## src/rtl/riscv_fetch.sv

```systemverilog
// Instruction-fetch front end: owns the PC, issues word reads over req/gnt/rvalid
// and hands {pc, instr} pairs to decode through a single-entry output slot.
module riscv_fetch #(
  parameter logic [31:0] RESET_PC = 32'h0000_0000
) (
  input  logic        i_clk,
  input  logic        i_rst,
  output logic        o_imem_req,
  output logic [31:0] o_imem_addr,
  input  logic        i_imem_gnt,
  input  logic        i_imem_rvalid,
  input  logic [31:0] i_imem_rdata,
  input  logic        i_redirect,
  input  logic [31:0] i_redirect_pc,
  output logic        o_valid,
  input  logic        i_ready,
  output logic [31:0] o_instr,
  output logic [31:0] o_pc,
  output logic [31:0] o_fetch_count,
  output logic [1:0]  o_state
);

  // Handshakes: a memory request transfers when o_imem_req && i_imem_gnt; read
  // data is taken when i_imem_rvalid arrives in S_WAIT; decode takes the slot
  // when o_valid && i_ready. o_instr/o_pc stay stable while o_valid && !i_ready.
  typedef enum logic [1:0] {
    S_REQ  = 2'd0,
    S_WAIT = 2'd1,
    S_DROP = 2'd2
  } state_t;

  state_t      state_q, state_d;
  logic [31:0] pc_q, pc_d;
  logic [31:0] req_pc_q, req_pc_d;
  logic        valid_q, valid_d;
  logic [31:0] instr_q, instr_d;
  logic [31:0] opc_q, opc_d;
  logic [31:0] count_q, count_d;
  logic        handshake;
  logic        unused_redirect_bits;

  assign unused_redirect_bits = ^i_redirect_pc[1:0];

  assign handshake     = valid_q && i_ready;
  // A new fetch only starts when the slot is empty or draining this cycle,
  // so at most one instruction is ever in flight or parked in the slot.
  assign o_imem_req    = (state_q == S_REQ) && !i_rst && !i_redirect && (!valid_q || i_ready);
  assign o_imem_addr   = pc_q;
  assign o_valid       = valid_q;
  assign o_instr       = instr_q;
  assign o_pc          = opc_q;
  assign o_fetch_count = count_q;
  assign o_state       = state_q;

  always_comb begin
    state_d  = state_q;
    pc_d     = pc_q;
    req_pc_d = req_pc_q;
    valid_d  = valid_q;
    instr_d  = instr_q;
    opc_d    = opc_q;
    count_d  = count_q;

    if (i_redirect) begin
      pc_d    = {i_redirect_pc[31:2], 2'b00};
      valid_d = 1'b0;
      unique case (state_q)
        S_WAIT:  state_d = i_imem_rvalid ? S_REQ : S_DROP;
        S_DROP:  state_d = i_imem_rvalid ? S_REQ : S_DROP;
        default: state_d = S_REQ;
      endcase
    end else begin
      if (handshake) begin
        valid_d = 1'b0;
        count_d = count_q + 32'd1;
      end
      unique case (state_q)
        S_REQ: begin
          if (o_imem_req && i_imem_gnt) begin
            pc_d     = pc_q + 32'd4;
            req_pc_d = pc_q;
            state_d  = S_WAIT;
          end
        end
        S_WAIT: begin
          if (i_imem_rvalid) begin
            valid_d = 1'b1;
            instr_d = i_imem_rdata;
            opc_d   = req_pc_q;
            state_d = S_REQ;
          end
        end
        S_DROP: begin
          if (i_imem_rvalid) begin
            state_d = S_REQ;
          end
        end
        default: state_d = S_REQ;
      endcase
    end
  end

  always_ff @(posedge i_clk) begin
    if (i_rst) begin
      state_q  <= S_REQ;
      pc_q     <= RESET_PC;
      req_pc_q <= RESET_PC;
      valid_q  <= 1'b0;
      instr_q  <= 32'd0;
      opc_q    <= 32'd0;
      count_q  <= 32'd0;
    end else begin
      state_q  <= state_d;
      pc_q     <= pc_d;
      req_pc_q <= req_pc_d;
      valid_q  <= valid_d;
      instr_q  <= instr_d;
      opc_q    <= opc_d;
      count_q  <= count_d;
    end
  end

endmodule

```

## config.mk

```make
export PLATFORM = sky130hd
export DESIGN_NAME = riscv_fetch
export DESIGN_NICKNAME = d
export VERILOG_FILES = /design/src/rtl/riscv_fetch.sv
export SDC_FILE = /design/constraint.sdc
export NUM_CORES = 1
export LEC_CHECK = 0
export CAP_MARGIN = 20
export CELL_PAD_IN_SITES_DETAIL_PLACEMENT = 0
export CELL_PAD_IN_SITES_GLOBAL_PLACEMENT = 1
export CORE_MARGIN = 4
export CORE_UTILIZATION = 34
export CTS_BUF_LIST = sky130_fd_sc_hd__clkbuf_16
export CTS_CLUSTER_DIAMETER = 50
export CTS_CLUSTER_SIZE = 25
export DETAILED_ROUTE_END_ITERATION = 16
export GPL_TIMING_DRIVEN = 1
export PLACE_DENSITY = 0.82
export SKIP_LAST_GASP = 1
export SYNTH_ARGS = -nofsm -noshare
export SYNTH_HDL_FRONTEND = slang
export SYNTH_SLANG_ARGS = --single-unit
```

## constraint.sdc

```tcl
create_clock -name i_clk -period 2.42 [get_ports i_clk]
set_input_delay 0.484 -clock i_clk [delete_from_list [all_inputs] [get_ports i_clk]]
set_output_delay 0.484 -clock i_clk [all_outputs]
set_load 0.05 [all_outputs]
```

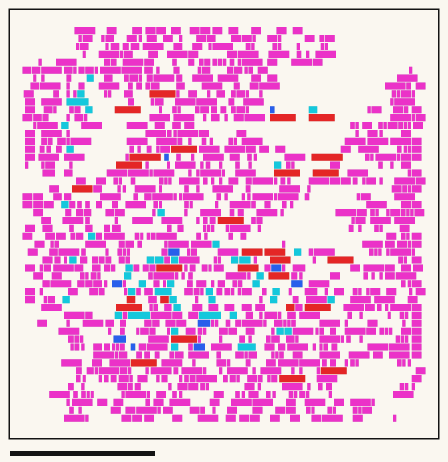
Figure 1: cells by drive strength.
Bar = 50 µm.
[drive 1 or less] magenta | cells: 942 | share: 92% | most used: nand2_1
[drive 6 and up] red | cells: 28 | share: 2.7% | most used: clkbuf_16
[drive 2] blue | cells: 10 | share: 0.98% | most used: clkinv_2
[drive 3 to 4] cyan | cells: 44 | share: 4.3% | most used: buf_4
Layout area overhead: 45.4%
Final WS setup: 0.126 ns
design area: 9580 µm²
nonclk buf count: 231

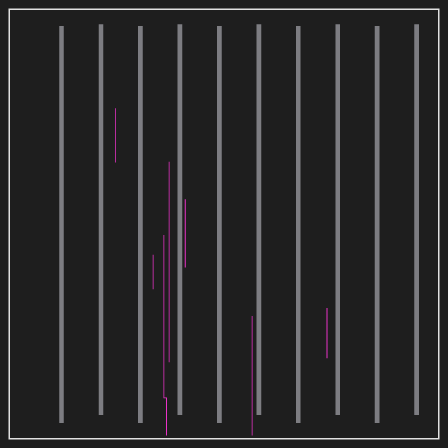
Figure 2: signal wires on met4.
Supply wires on this layer in gray.
share of all routed wire: 1.3%
nets with wire on the layer: 5
main direction: vertical
wire length on this layer: 249 µm
Routed WL: 19300 µm
Vias: 6167

==> cell usage in the layout (no fill, tap or decap), types with 5 or more instances in the layout <==
cell	n
nand2_1	203
buf_12	6
nand4_1	28
a21oi_1	87
nor2_1	58
and3_1	6
o21ai_0	27
nor3b_1	7
xor2_1	38
nor4_1	5
a31oi_1	7
clkdlybuf4s50_1	193
xnor2_1	10
inv_1	8
nand3_1	24
dfxtp_1	157
nor3_1	6
buf_4	32
a211oi_1	8
and4_1	5
clkbuf_16	17
nand2b_1	22
==> area by class of cell <==
type                            instances  area, µm²  area share
Clock inverter                         14        144      0.0150
Clock buffer                           17        425      0.0444
Tap cell                              260        325      0.0340
Timing Repair Buffer                  231       2290       0.239
Inverter                                9       33.8     0.00353
Sequential cell                       157       3140       0.328
Multi-Input combinational cell        596       3220       0.336
==> routing by layer <==
metal,vias up,wire (µm),track usage
li1,3150,-,-
met1,2832,9110,0.241
met3,18,1110,0.0447
met2,167,8820,0.278
met4,0,249,0.0573
met5,-,0,0
==> stage by stage <==
| stage | TNS, ns | setup WS [ns] | instances | util | hold slack [ns] |
|---|---|---|---|---|---|
| after floorplan | 0 | 0.225 | 813 | - | 0.432 |
| after global placement | -0.0112 | -0.0112 | 1253 | 0.477 | 0.441 |
| after detailed placement | -0.0440 | -0.0440 | 1253 | 0.477 | 0.445 |
| after CTS | 0 | 0.0982 | 1284 | 0.507 | 0.454 |
| after global routing | 0 | 0.0471 | 1284 | 0.507 | 0.472 |
| final | 0 | 0.126 | 1284 | 0.507 | 0.451 |
==> report_power, final <==
part / internal (mW) / switching [mW] / leakage [nW]
clock: 1.51 / 1.10 / 0.269
combinational: 0.269 / 0.381 / 1.77
sequential: 2.64 / 0.0642 / 1.27
==> results_dict.tcl <==
# yosys + openroad results
set metrics [dict create \
    grt_max_degree 155 \
    grt_pass1_wl_um 31100 \
    detail_route.first_pass.iterations 4 \
    status "completed" \
    tightest_slew_ns 0.666 \
    min_path_cells 2 \
    r2r_end "o_imem_addr[27]$_SDFFE_PP0P_" \
    htree_levels 4 \
    cp-startpoint "o_imem_addr[22]$_SDFFE_PP0P_" \
    critical_path_class "reg2out" \
    netlist-cell-type-count 52 \
    syn_area_um2 6590 \
    fillers 1877 \
    critPathSlowestCell "clkdlybuf4s50_1" \
    path_cells "clkdlybuf4s50_1" \
    cp.required_ns 1.94 \
    fin_nets 1086 \
    critPathArrivalTime_ns 1.81 \
    std_cell_rows 50 \
    viasPerCell 4.80 \
    drt_iter0_drc 368 \
    clkLatencyLatePin_ns 0.42 \
    cts_resized 0 \
    hold_path_end "o_instr[15]$_SDFFE_PP0P_" \
    ys_sh_mux 0.00475 \
    drc 0 \
    r2r_start "o_state[1]$_SDFFE_PP0P_" \
    synth-seq-area-share 0.477 \
    critPathTopFamily "buffers and inverters" \
    critPathBufInv 1 \
    core_um2 18900 \
    synthXorXnorAreaFrac 0.0638 \
    ys_chip_area_um2 6590 \
    post_drt_wl_per_cell_um 15.0 \
    async_flop_share 0 \
    yosysMostFrequentCell "nand2_1" \
    chipWidth_um 147 \
    cts_buffers 17 \
    post-route-period-util 0.948 \
    holdBufCountCts 0 \
    synthTopLogicFamily "simple AND/OR/NAND/NOR gates" \
    fp_util 0.349 \
    cts_sinks 157 \
    critPathLaunchType "flip-flop" \
    power.density_nw_per_um2 623 \
    r2r_cells 7 \
    synth_flops 157 \
    edf_count 0 \
    grt_pass1_vias 5783 \
    dp_hpwl_um 13400 \
    port_buffers 195 \
    vdd_drop_max_v 0.000475 \
    gp_congestion 0.830 \
    ios 202 \
    worstHoldPathType "reg2reg" \
    synth.avg_cell_area_um2 8.13 \
]
Power and IR drop assume default switching activity.
